<file path="src/rtl/regfile_exec_sequencer.sv">
// rtl/regfile_exec_sequencer.sv - multi-cycle R-type sequencer driving register bank and ALU
//
// Accepts one MIPS R-type instruction at a time over instr_valid/instr_ready,
// presents rs/rt/rd and the ALU control code, waits ALU_LATENCY cycles, latches
// the ALU result and issues a single-cycle register write strobe.
//
// Ports:
//   clk, rst_n           clock, asynchronous active-low reset
//   instr, instr_valid   instruction word and its valid
//   instr_ready          high only in IDLE
//   rs_addr, rt_addr     register bank read addresses
//   rd_addr              register bank write address
//   alu_ctrl             ALU operation code
//   alu_result           ALU output, sampled on the last EXEC cycle
//   wb_data              latched ALU result for the bank write port
//   reg_write            write enable pulse (suppressed for register 0)
//   retire, illegal      completion pulse; illegal flags unsupported instructions
//   busy                 high outside IDLE
module regfile_exec_sequencer #(
    parameter int unsigned ALU_LATENCY = 1
) (
    input  logic        clk,
    input  logic        rst_n,
    input  logic [31:0] instr,
    input  logic        instr_valid,
    output logic        instr_ready,
    output logic [4:0]  rs_addr,
    output logic [4:0]  rt_addr,
    output logic [4:0]  rd_addr,
    output logic [3:0]  alu_ctrl,
    input  logic [31:0] alu_result,
    output logic [31:0] wb_data,
    output logic        reg_write,
    output logic        retire,
    output logic        illegal,
    output logic        busy
);

    typedef enum logic [2:0] {
        IDLE   = 3'd0,
        DECODE = 3'd1,
        EXEC   = 3'd2,
        WB     = 3'd3,
        FAULT  = 3'd4
    } state_e;

    state_e      state_q, state_d;
    logic [3:0]  cnt_q, cnt_d;
    logic [4:0]  rs_q, rs_d, rt_q, rt_d, rd_q, rd_d;
    logic [3:0]  alu_ctrl_q, alu_ctrl_d;
    logic [31:0] wb_data_q, wb_data_d;
    logic        legal_q, legal_d;

    logic        dec_legal;
    logic [3:0]  dec_ctrl;

    // shamt plays no part in the supported operations.
    logic        unused_shamt;
    assign unused_shamt = ^instr[10:6];

    // Legality and ALU code are resolved at the handshake so alu_ctrl is
    // already valid in the DECODE cycle alongside the register addresses.
    always_comb begin
        dec_legal = 1'b0;
        dec_ctrl  = 4'b0000;
        if (instr[31:26] == 6'd0) begin
            case (instr[5:0])
                6'h20: begin dec_legal = 1'b1; dec_ctrl = 4'b0010; end
                6'h22: begin dec_legal = 1'b1; dec_ctrl = 4'b0110; end
                6'h24: begin dec_legal = 1'b1; dec_ctrl = 4'b0000; end
                6'h25: begin dec_legal = 1'b1; dec_ctrl = 4'b0001; end
                6'h2A: begin dec_legal = 1'b1; dec_ctrl = 4'b0111; end
                default: begin dec_legal = 1'b0; dec_ctrl = 4'b0000; end
            endcase
        end
    end

    always_comb begin
        state_d    = state_q;
        cnt_d      = cnt_q;
        rs_d       = rs_q;
        rt_d       = rt_q;
        rd_d       = rd_q;
        alu_ctrl_d = alu_ctrl_q;
        wb_data_d  = wb_data_q;
        legal_d    = legal_q;
        case (state_q)
            IDLE: begin
                if (instr_valid) begin
                    state_d = DECODE;
                    rs_d    = instr[25:21];
                    rt_d    = instr[20:16];
                    rd_d    = instr[15:11];
                    legal_d = dec_legal;
                    // An illegal instruction leaves the previous ALU code in place.
                    if (dec_legal) begin
                        alu_ctrl_d = dec_ctrl;
                    end
                end
            end
            DECODE: begin
                if (legal_q) begin
                    cnt_d   = 4'(ALU_LATENCY);
                    state_d = EXEC;
                end else begin
                    state_d = FAULT;
                end
            end
            EXEC: begin
                if (cnt_q == 4'd1) begin
                    wb_data_d = alu_result;
                    cnt_d     = 4'd0;
                    state_d   = WB;
                end else begin
                    cnt_d = cnt_q - 4'd1;
                end
            end
            WB:      state_d = IDLE;
            FAULT:   state_d = IDLE;
            default: state_d = IDLE;
        endcase
    end

    always_ff @(posedge clk or negedge rst_n) begin
        if (!rst_n) begin
            state_q    <= IDLE;
            cnt_q      <= 4'd0;
            rs_q       <= 5'd0;
            rt_q       <= 5'd0;
            rd_q       <= 5'd0;
            alu_ctrl_q <= 4'b0000;
            wb_data_q  <= 32'd0;
            legal_q    <= 1'b0;
        end else begin
            state_q    <= state_d;
            cnt_q      <= cnt_d;
            rs_q       <= rs_d;
            rt_q       <= rt_d;
            rd_q       <= rd_d;
            alu_ctrl_q <= alu_ctrl_d;
            wb_data_q  <= wb_data_d;
            legal_q    <= legal_d;
        end
    end

    assign instr_ready = (state_q == IDLE);
    assign busy        = (state_q != IDLE);
    assign rs_addr     = rs_q;
    assign rt_addr     = rt_q;
    assign rd_addr     = rd_q;
    assign alu_ctrl    = alu_ctrl_q;
    assign wb_data     = wb_data_q;
    // Register 0 is hardwired to zero, so it is never written.
    assign reg_write   = (state_q == WB) && (rd_q != 5'd0);
    assign retire      = (state_q == WB) || (state_q == FAULT);
    assign illegal     = (state_q == FAULT);

endmodule

</file>
<file path="config.mk">
export PLATFORM = sky130hd
export DESIGN_NAME = regfile_exec_sequencer
export DESIGN_NICKNAME = d
export VERILOG_FILES = /design/src/rtl/regfile_exec_sequencer.sv
export SDC_FILE = /design/constraint.sdc
export NUM_CORES = 1
export LEC_CHECK = 0
export ABC_CLOCK_PERIOD_IN_PS = 2700
export CELL_PAD_IN_SITES_DETAIL_PLACEMENT = 0
export CELL_PAD_IN_SITES_GLOBAL_PLACEMENT = 2
export CORE_MARGIN = 3
export CORE_UTILIZATION = 27
export CTS_BUF_LIST = sky130_fd_sc_hd__clkbuf_16
export CTS_CLUSTER_DIAMETER = 40
export CTS_CLUSTER_SIZE = 20
export DETAILED_ROUTE_END_ITERATION = 10
export PLACE_DENSITY = 0.84
export SYNTH_ARGS = -nofsm -noshare
export SYNTH_HDL_FRONTEND = slang
export SYNTH_SLANG_ARGS = --single-unit
</file>
<file path="constraint.sdc">
create_clock -name clk -period 2.7 [get_ports clk]
set_clock_uncertainty 0.15 [all_clocks]
set_input_delay 0.405 -clock clk [delete_from_list [all_inputs] [get_ports clk]]
set_output_delay 0.405 -clock clk [all_outputs]
set_load 0.01 [all_outputs]
</file>
detail.png
The bar under the picture is 5 um long. Window x 68 to 88, y 68 to 88 um. Cells in grey, sequential cells in the stronger grey; small squares are vias.
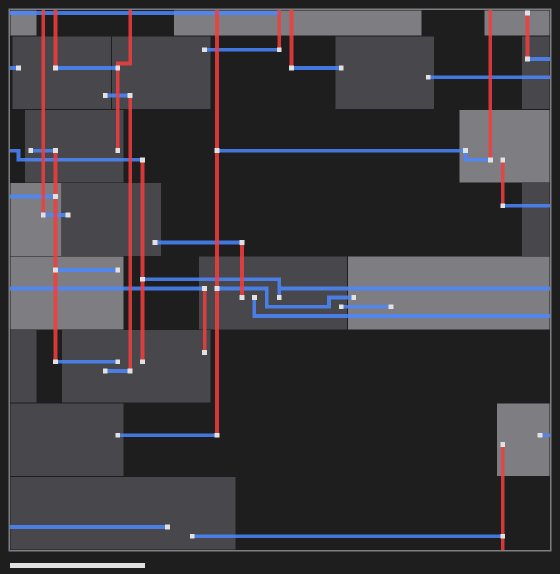
layer	colour
metal 1	blue
metal 2	red
sequential cells in the window	1
netlist names of flops here include	`wb_data` (1)
cells with their middle in the window	10
most frequent	clkdlybuf4s50_1 (5), mux2_4 (2)

metal_density.png
The die is cut into 21 by 21 equal tiles; white is low, dark blue is high, scaled to the fullest tile. Values are wire area over tile area, all layers added.
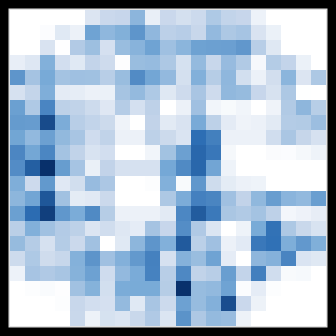
fullest tile	0.33
nearly empty tiles	18%
emptiest ninth of the die	east
mean over tiles	0.092
densest ninth of the die	west
tiles over half the peak	16%
wire per inst: 13.4 um
final wirelength: 6110 um

congestion.png
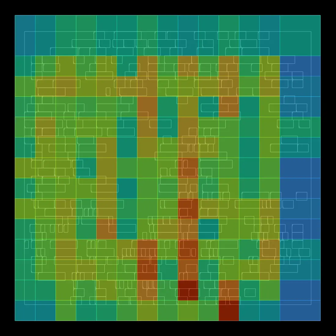
Final Util: 0.468
grt met3 use: 0.0423
Overall Global Routing Usage: 0.117

==> qor.yml <==
cts_tree: "yes"
yosys_cells: 202
ios: 123
timing.hold.ws_ns: -0.0195
rows: 34
antenna_cells: 0
final_area_um2: 4200
clk_path_buf_depth: 2
synth-seq-cells: 58
endpoint_kind: "output port"
wl_met2_um: 2980
grt-ovfl-total: 0
violations: "negative hold slack"
status: "complete, but fails checks"
topCellsByArea: "dfrtp_1 57%, mux2_4 16%, nand2_1 7.0%"
hold_viol_final: 27
setup_violations: 0
synth-edff-count: 0
io_buffers: 116
cap_violations: 0
reg2reg_from: "state_q[2]"
tool_warnings: 32
clk_pin_slew_worst_paths_ns: 0.05
## power breakdown
| group | switching, W | internal (W) | leakage [nW] |
|---|---|---|---|
| sequential | 0.0000593 | 0.000959 | 0.704 |
| clock | 0.000376 | 0.000986 | 0.178 |
| combinational | 0.000195 | 0.000311 | 1.05 |
## layout make-up
| cell class | count | share of cell area |
|---|---|---|
| inverter | 4 | 0.00358 |
| sequential | 58 | 0.346 |
| clock buffer | 9 | 0.0536 |
| multi-input combinational | 132 | 0.241 |
| timing repair buffer | 121 | 0.287 |
| clock inverter | 7 | 0.0316 |
| tap | 126 | 0.0375 |
No activity file was given, so power comes from the tool's default toggle rates.
